==> images/final_placement.png <==
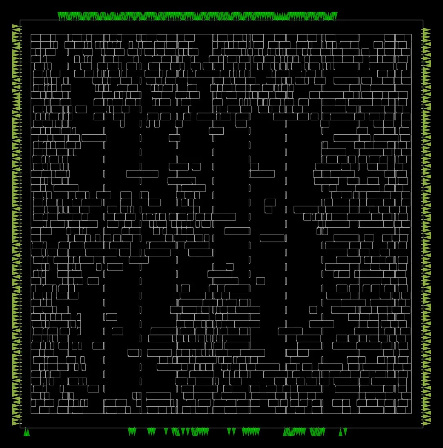
==> images/drive_strength.png <==
Bar = 50 um.
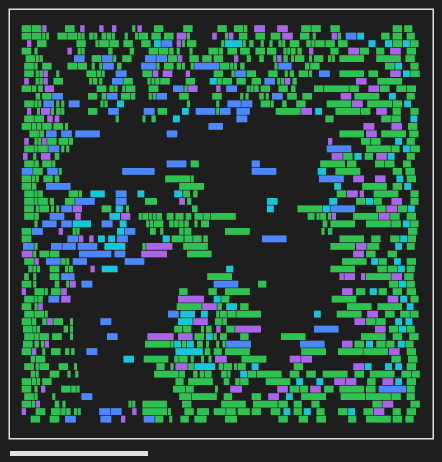
==> images/wire_density.png <==
The die is cut into 31 by 31 equal tiles; dark blue is low, red is high, scaled to the fullest tile. Values are wire area over tile area, all layers added.
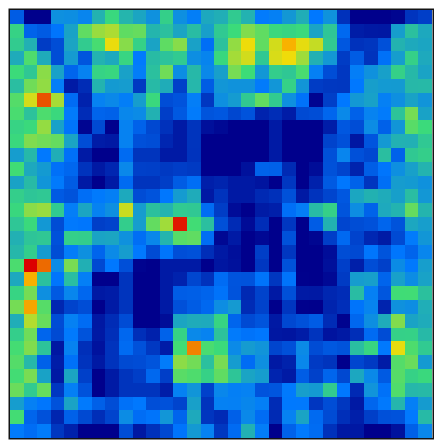
==> images/registers.png <==
Bar = 50 um.
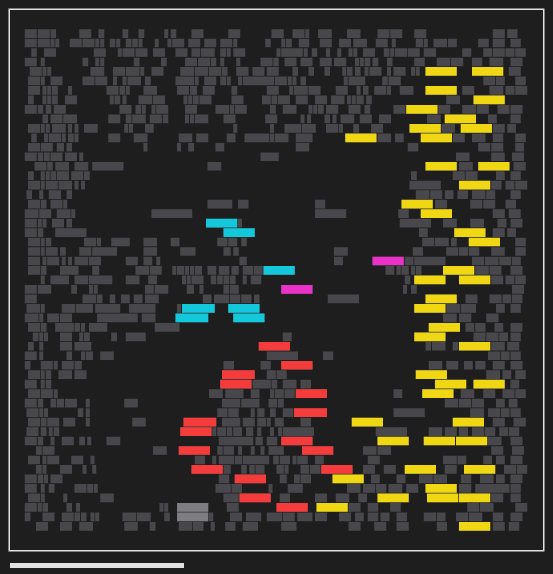
==> images/clock_map.png <==
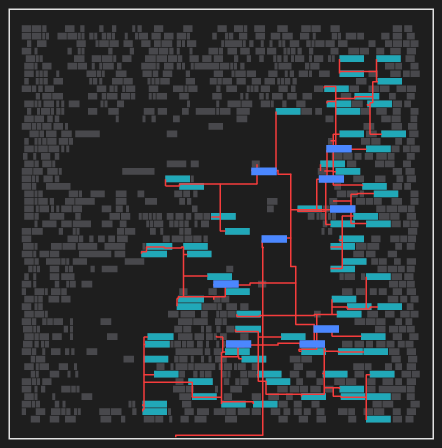
## src/rtl/pinwheel_bus_arbiter_pkg.sv

```systemverilog
// TileLink-UL channel types and opcodes shared by the pinwheel bus fabric,
// plus the source tags and host FSM states used by the data-bus arbiter.
package pinwheel_bus_arbiter_pkg;

    localparam logic [2:0] TL_PUT_FULL        = 3'd0;
    localparam logic [2:0] TL_PUT_PARTIAL     = 3'd1;
    localparam logic [2:0] TL_GET             = 3'd4;
    localparam logic [2:0] TL_ACCESS_ACK      = 3'd0;
    localparam logic [2:0] TL_ACCESS_ACK_DATA = 3'd1;

    typedef struct packed {
        logic        a_valid;
        logic [2:0]  a_opcode;
        logic [2:0]  a_param;
        logic [1:0]  a_size;
        logic        a_source;
        logic [31:0] a_address;
        logic [3:0]  a_mask;
        logic [31:0] a_data;
    } tilelink_a;

    typedef struct packed {
        logic        d_valid;
        logic [2:0]  d_opcode;
        logic [1:0]  d_param;
        logic [1:0]  d_size;
        logic        d_source;
        logic        d_sink;
        logic [31:0] d_data;
        logic        d_error;
    } tilelink_d;

    localparam logic SRC_CORE = 1'b0;
    localparam logic SRC_HOST = 1'b1;

    localparam logic [1:0] HOST_IDLE      = 2'd0;
    localparam logic [1:0] HOST_WAIT_RESP = 2'd1;
    localparam logic [1:0] HOST_HOLD_RESP = 2'd2;

endpackage

```

## src/rtl/pinwheel_bus_arbiter_sat_counter.sv

```systemverilog
// Saturating up-counter with synchronous clear (clear wins over increment).
// Registered output, one cycle from inc/clear to count.
module pinwheel_sat_counter #(
    parameter int WIDTH = 16
) (
    input  logic             clock,
    input  logic             reset_n,
    input  logic             i_inc,
    input  logic             i_clr,
    output logic [WIDTH-1:0] o_cnt
);

    logic [WIDTH-1:0] r_cnt;

    always_ff @(posedge clock or negedge reset_n) begin
        if (!reset_n) begin
            r_cnt <= '0;
        end else if (i_clr) begin
            r_cnt <= '0;
        end else if (i_inc && (r_cnt != {WIDTH{1'b1}})) begin
            r_cnt <= r_cnt + 1'b1;
        end
    end

    assign o_cnt = r_cnt;

endmodule

```

## src/rtl/pinwheel_bus_arbiter.sv

```systemverilog
// Shares the data-bus slave between the core (absolute priority, never stalls) and a
// valid/ready host port served in core-idle cycles; slave responds 1 cycle after the A beat.
module pinwheel_bus_arbiter
    import pinwheel_bus_arbiter_pkg::*;
#(
    parameter int STARVE_LIMIT = 64,
    parameter int CNT_WIDTH    = 16
) (
    input  logic                 clock,
    input  logic                 reset_n,
    input  tilelink_a            core_tla,
    input  logic                 core_rden,
    output tilelink_d            core_tld,
    input  tilelink_a            host_tla,
    output logic                 host_a_ready,
    output tilelink_d            host_tld,
    input  logic                 host_d_ready,
    output tilelink_a            slave_tla,
    input  tilelink_d            slave_tld,
    output logic                 host_starved,
    output logic [CNT_WIDTH-1:0] host_block_cnt
);

    localparam int CONS_W = $clog2(STARVE_LIMIT + 1);

    logic [1:0]        r_state;
    logic [1:0]        w_state_nxt;
    logic              r_resp_vld;
    logic              r_resp_src;
    tilelink_d         r_host_resp;
    logic              w_core_req;
    logic              w_host_grant;
    logic              w_host_blocked;
    logic              w_consec_clr;
    logic [CONS_W-1:0] w_consec_cnt;

    // Core Gets that are not real loads are bus filler and must not steal the slot.
    assign w_core_req     = core_tla.a_valid &&
                            ((core_tla.a_opcode == TL_PUT_PARTIAL) || core_rden);
    assign w_host_grant   = (r_state == HOST_IDLE) && host_tla.a_valid && !w_core_req;
    assign w_host_blocked = w_core_req && host_tla.a_valid;
    assign w_consec_clr   = w_host_grant || !host_tla.a_valid;
    assign host_a_ready   = w_host_grant;

    always_comb begin
        slave_tla          = '0;
        slave_tla.a_opcode = TL_GET;
        if (w_core_req) begin
            slave_tla          = core_tla;
            slave_tla.a_source = SRC_CORE;
        end else if (w_host_grant) begin
            slave_tla          = host_tla;
            slave_tla.a_source = SRC_HOST;
        end
    end

    always_comb begin
        w_state_nxt = r_state;
        case (r_state)
            HOST_IDLE:      if (w_host_grant) w_state_nxt = HOST_WAIT_RESP;
            HOST_WAIT_RESP: w_state_nxt = HOST_HOLD_RESP;
            HOST_HOLD_RESP: if (host_d_ready) w_state_nxt = HOST_IDLE;
            default:        w_state_nxt = HOST_IDLE;
        endcase
    end

    always_ff @(posedge clock or negedge reset_n) begin
        if (!reset_n) begin
            r_state     <= HOST_IDLE;
            r_resp_vld  <= 1'b0;
            r_resp_src  <= SRC_CORE;
            r_host_resp <= '0;
        end else begin
            r_state    <= w_state_nxt;
            r_resp_vld <= w_core_req || w_host_grant;
            r_resp_src <= w_host_grant ? SRC_HOST : SRC_CORE;
            if (r_state == HOST_WAIT_RESP) begin
                r_host_resp         <= slave_tld;
                r_host_resp.d_valid <= 1'b1;
            end else if ((r_state == HOST_HOLD_RESP) && host_d_ready) begin
                r_host_resp.d_valid <= 1'b0;
            end
        end
    end

    // Slave data is passed straight through; only the valid is gated by the issue tag.
    always_comb begin
        core_tld         = slave_tld;
        core_tld.d_valid = slave_tld.d_valid && r_resp_vld && (r_resp_src == SRC_CORE);
    end

    assign host_tld = r_host_resp;

    pinwheel_sat_counter #(.WIDTH(CNT_WIDTH)) u_block_cnt (
        .clock   (clock),
        .reset_n (reset_n),
        .i_inc   (w_host_blocked),
        .i_clr   (1'b0),
        .o_cnt   (host_block_cnt)
    );

    pinwheel_sat_counter #(.WIDTH(CONS_W)) u_consec_cnt (
        .clock   (clock),
        .reset_n (reset_n),
        .i_inc   (w_host_blocked),
        .i_clr   (w_consec_clr),
        .o_cnt   (w_consec_cnt)
    );

    assign host_starved = (w_consec_cnt >= CONS_W'(STARVE_LIMIT));

endmodule

```

## config.mk

```make
export PLATFORM = sky130hd
export DESIGN_NAME = pinwheel_bus_arbiter
export DESIGN_NICKNAME = d
export VERILOG_FILES = /design/src/rtl/pinwheel_bus_arbiter_pkg.sv /design/src/rtl/pinwheel_bus_arbiter_sat_counter.sv /design/src/rtl/pinwheel_bus_arbiter.sv
export SDC_FILE = /design/constraint.sdc
export NUM_CORES = 1
export LEC_CHECK = 0
export CAP_MARGIN = 5
export CORE_AREA = 4 4 149 151
export CTS_CLUSTER_SIZE = 30
export DETAILED_ROUTE_END_ITERATION = 8
export DIE_AREA = 0 0 153 155
export GPL_TIMING_DRIVEN = 0
export PLACE_DENSITY = 0.6
export SYNTH_ARGS = -nofsm -noshare
export SYNTH_HDL_FRONTEND = slang
export SYNTH_SLANG_ARGS = --single-unit
```

## constraint.sdc

```tcl
create_clock -name clock -period 1.9 [get_ports clock]
set_clock_uncertainty 0.2 [all_clocks]
set_input_delay 0.38 -clock clock [delete_from_list [all_inputs] [get_ports clock]]
set_output_delay 0.38 -clock clock [all_outputs]
set_load 0.01 [all_outputs]
```

==> results.sh <==
# implementation run metrics
export IMPL_status="complete, but fails checks"
export IMPL_violations="negative setup slack"
export IMPL_largest_reg_flops=43
export IMPL_met2_usage_pct=28.3
export IMPL_firstDrtPassIters=5
export IMPL_hpwlAfterDp_um=15600
export IMPL_finalSetupViolCount=78
export IMPL_r2r_cells=5
export IMPL_ys_cells=528
export IMPL_synth_seq_cells=70
export IMPL_worstPathBufferInverterCount=3
export IMPL_logic_area_um2=2320
export IMPL_m1WireLength_um=7710
export IMPL_relSlewSlack_pct=67.9
export IMPL_remaining_drc_errors=0
export IMPL_ys_sh_xor_pct=2.56
export IMPL_via_count=5255
export IMPL_cts_setup_buffers=25
export IMPL_dp_slack_ns=-1.52
export IMPL_fillers=2054
export IMPL_drv_cap=0
export IMPL_ios=385
export IMPL_ys_warn_count=0
export IMPL_comb_power_uw=4030
export IMPL_end_kind="output port"
export IMPL_power_leakage_uw=0.00449
export IMPL_aoi_share_pct=5.65
export IMPL_ys_sh_adder_pct=0.843
export IMPL_dpl_cell_count=1185
export IMPL_syn_cell_area_um2=4450
export IMPL_total_power_uw=7960
export IMPL_intPower_uw=5380
export IMPL_cts_made_buffers=9
export IMPL_clkbuf_count=10
export IMPL_max_vdd_ir_drop_uv=383
export IMPL_gp_congestion=0.838
export IMPL_setup_ws_ns=-0.434
export IMPL_top_logic_kind="simple AND/OR/NAND/NOR gates"
export IMPL_yosysChipArea_um2=4450
export IMPL_wl_met2_um=9830
export IMPL_syn_instance_count=528
export IMPL_mostFrequentLayoutCells="239 x clkdlybuf4s50_1, 156 x nand2_1, 73 x nand3_1, 65 x dfrtp_1, 64 x buf_4"
export IMPL_grt_pass1_vias=5362
export IMPL_antenna_cells=0
## Picture notes: final_placement.png
seq_cells: 70
final core occ: 45.6%

## Picture notes: drive_strength.png
cyan -> drive 3 to 4  # cells 83, share 8.7%
purple -> drive 2  # cells 119, share 12%
blue -> drive 6 and up  # cells 87, share 9.1%
green -> drive 1 or less  # cells 668, share 70%
final instance area: 9490 um2
area grow syn2layout: 113%
bufs w/o clock: 490

## Picture notes: wire_density.png
emptiest ninth of the die = centre
tiles over half the peak = 9.8%
fullest tile = 0.53
nearly empty tiles = 9.2%
mean over tiles = 0.13
densest ninth of the die = north-west
gr usage total: 15.7%
routed wire length: 19,600 um

## Picture notes: registers.png
yellow -> host_tld  # placed flops 43, where a column on the right
cyan -> u_consec_cnt.o_cnt  # placed flops 7, where centre
red -> u_block_cnt.o_cnt  # placed flops 16, where south
magenta -> r_state  # placed flops 2
register area: 1760 um2
Seq. pwr: 2380 uW

## Picture notes: clock_map.png
blue -> cells driving clock nets  # count 9
cyan -> flip-flops  # count 70
red -> clock wires  # length 1,080 um
routed clock nets = 10
Clock group: 1550 uW
Clk pwr share: 19.5%
Latency at later pin: 0.33 ns

No activity file was given, so power comes from the tool's default toggle rates.
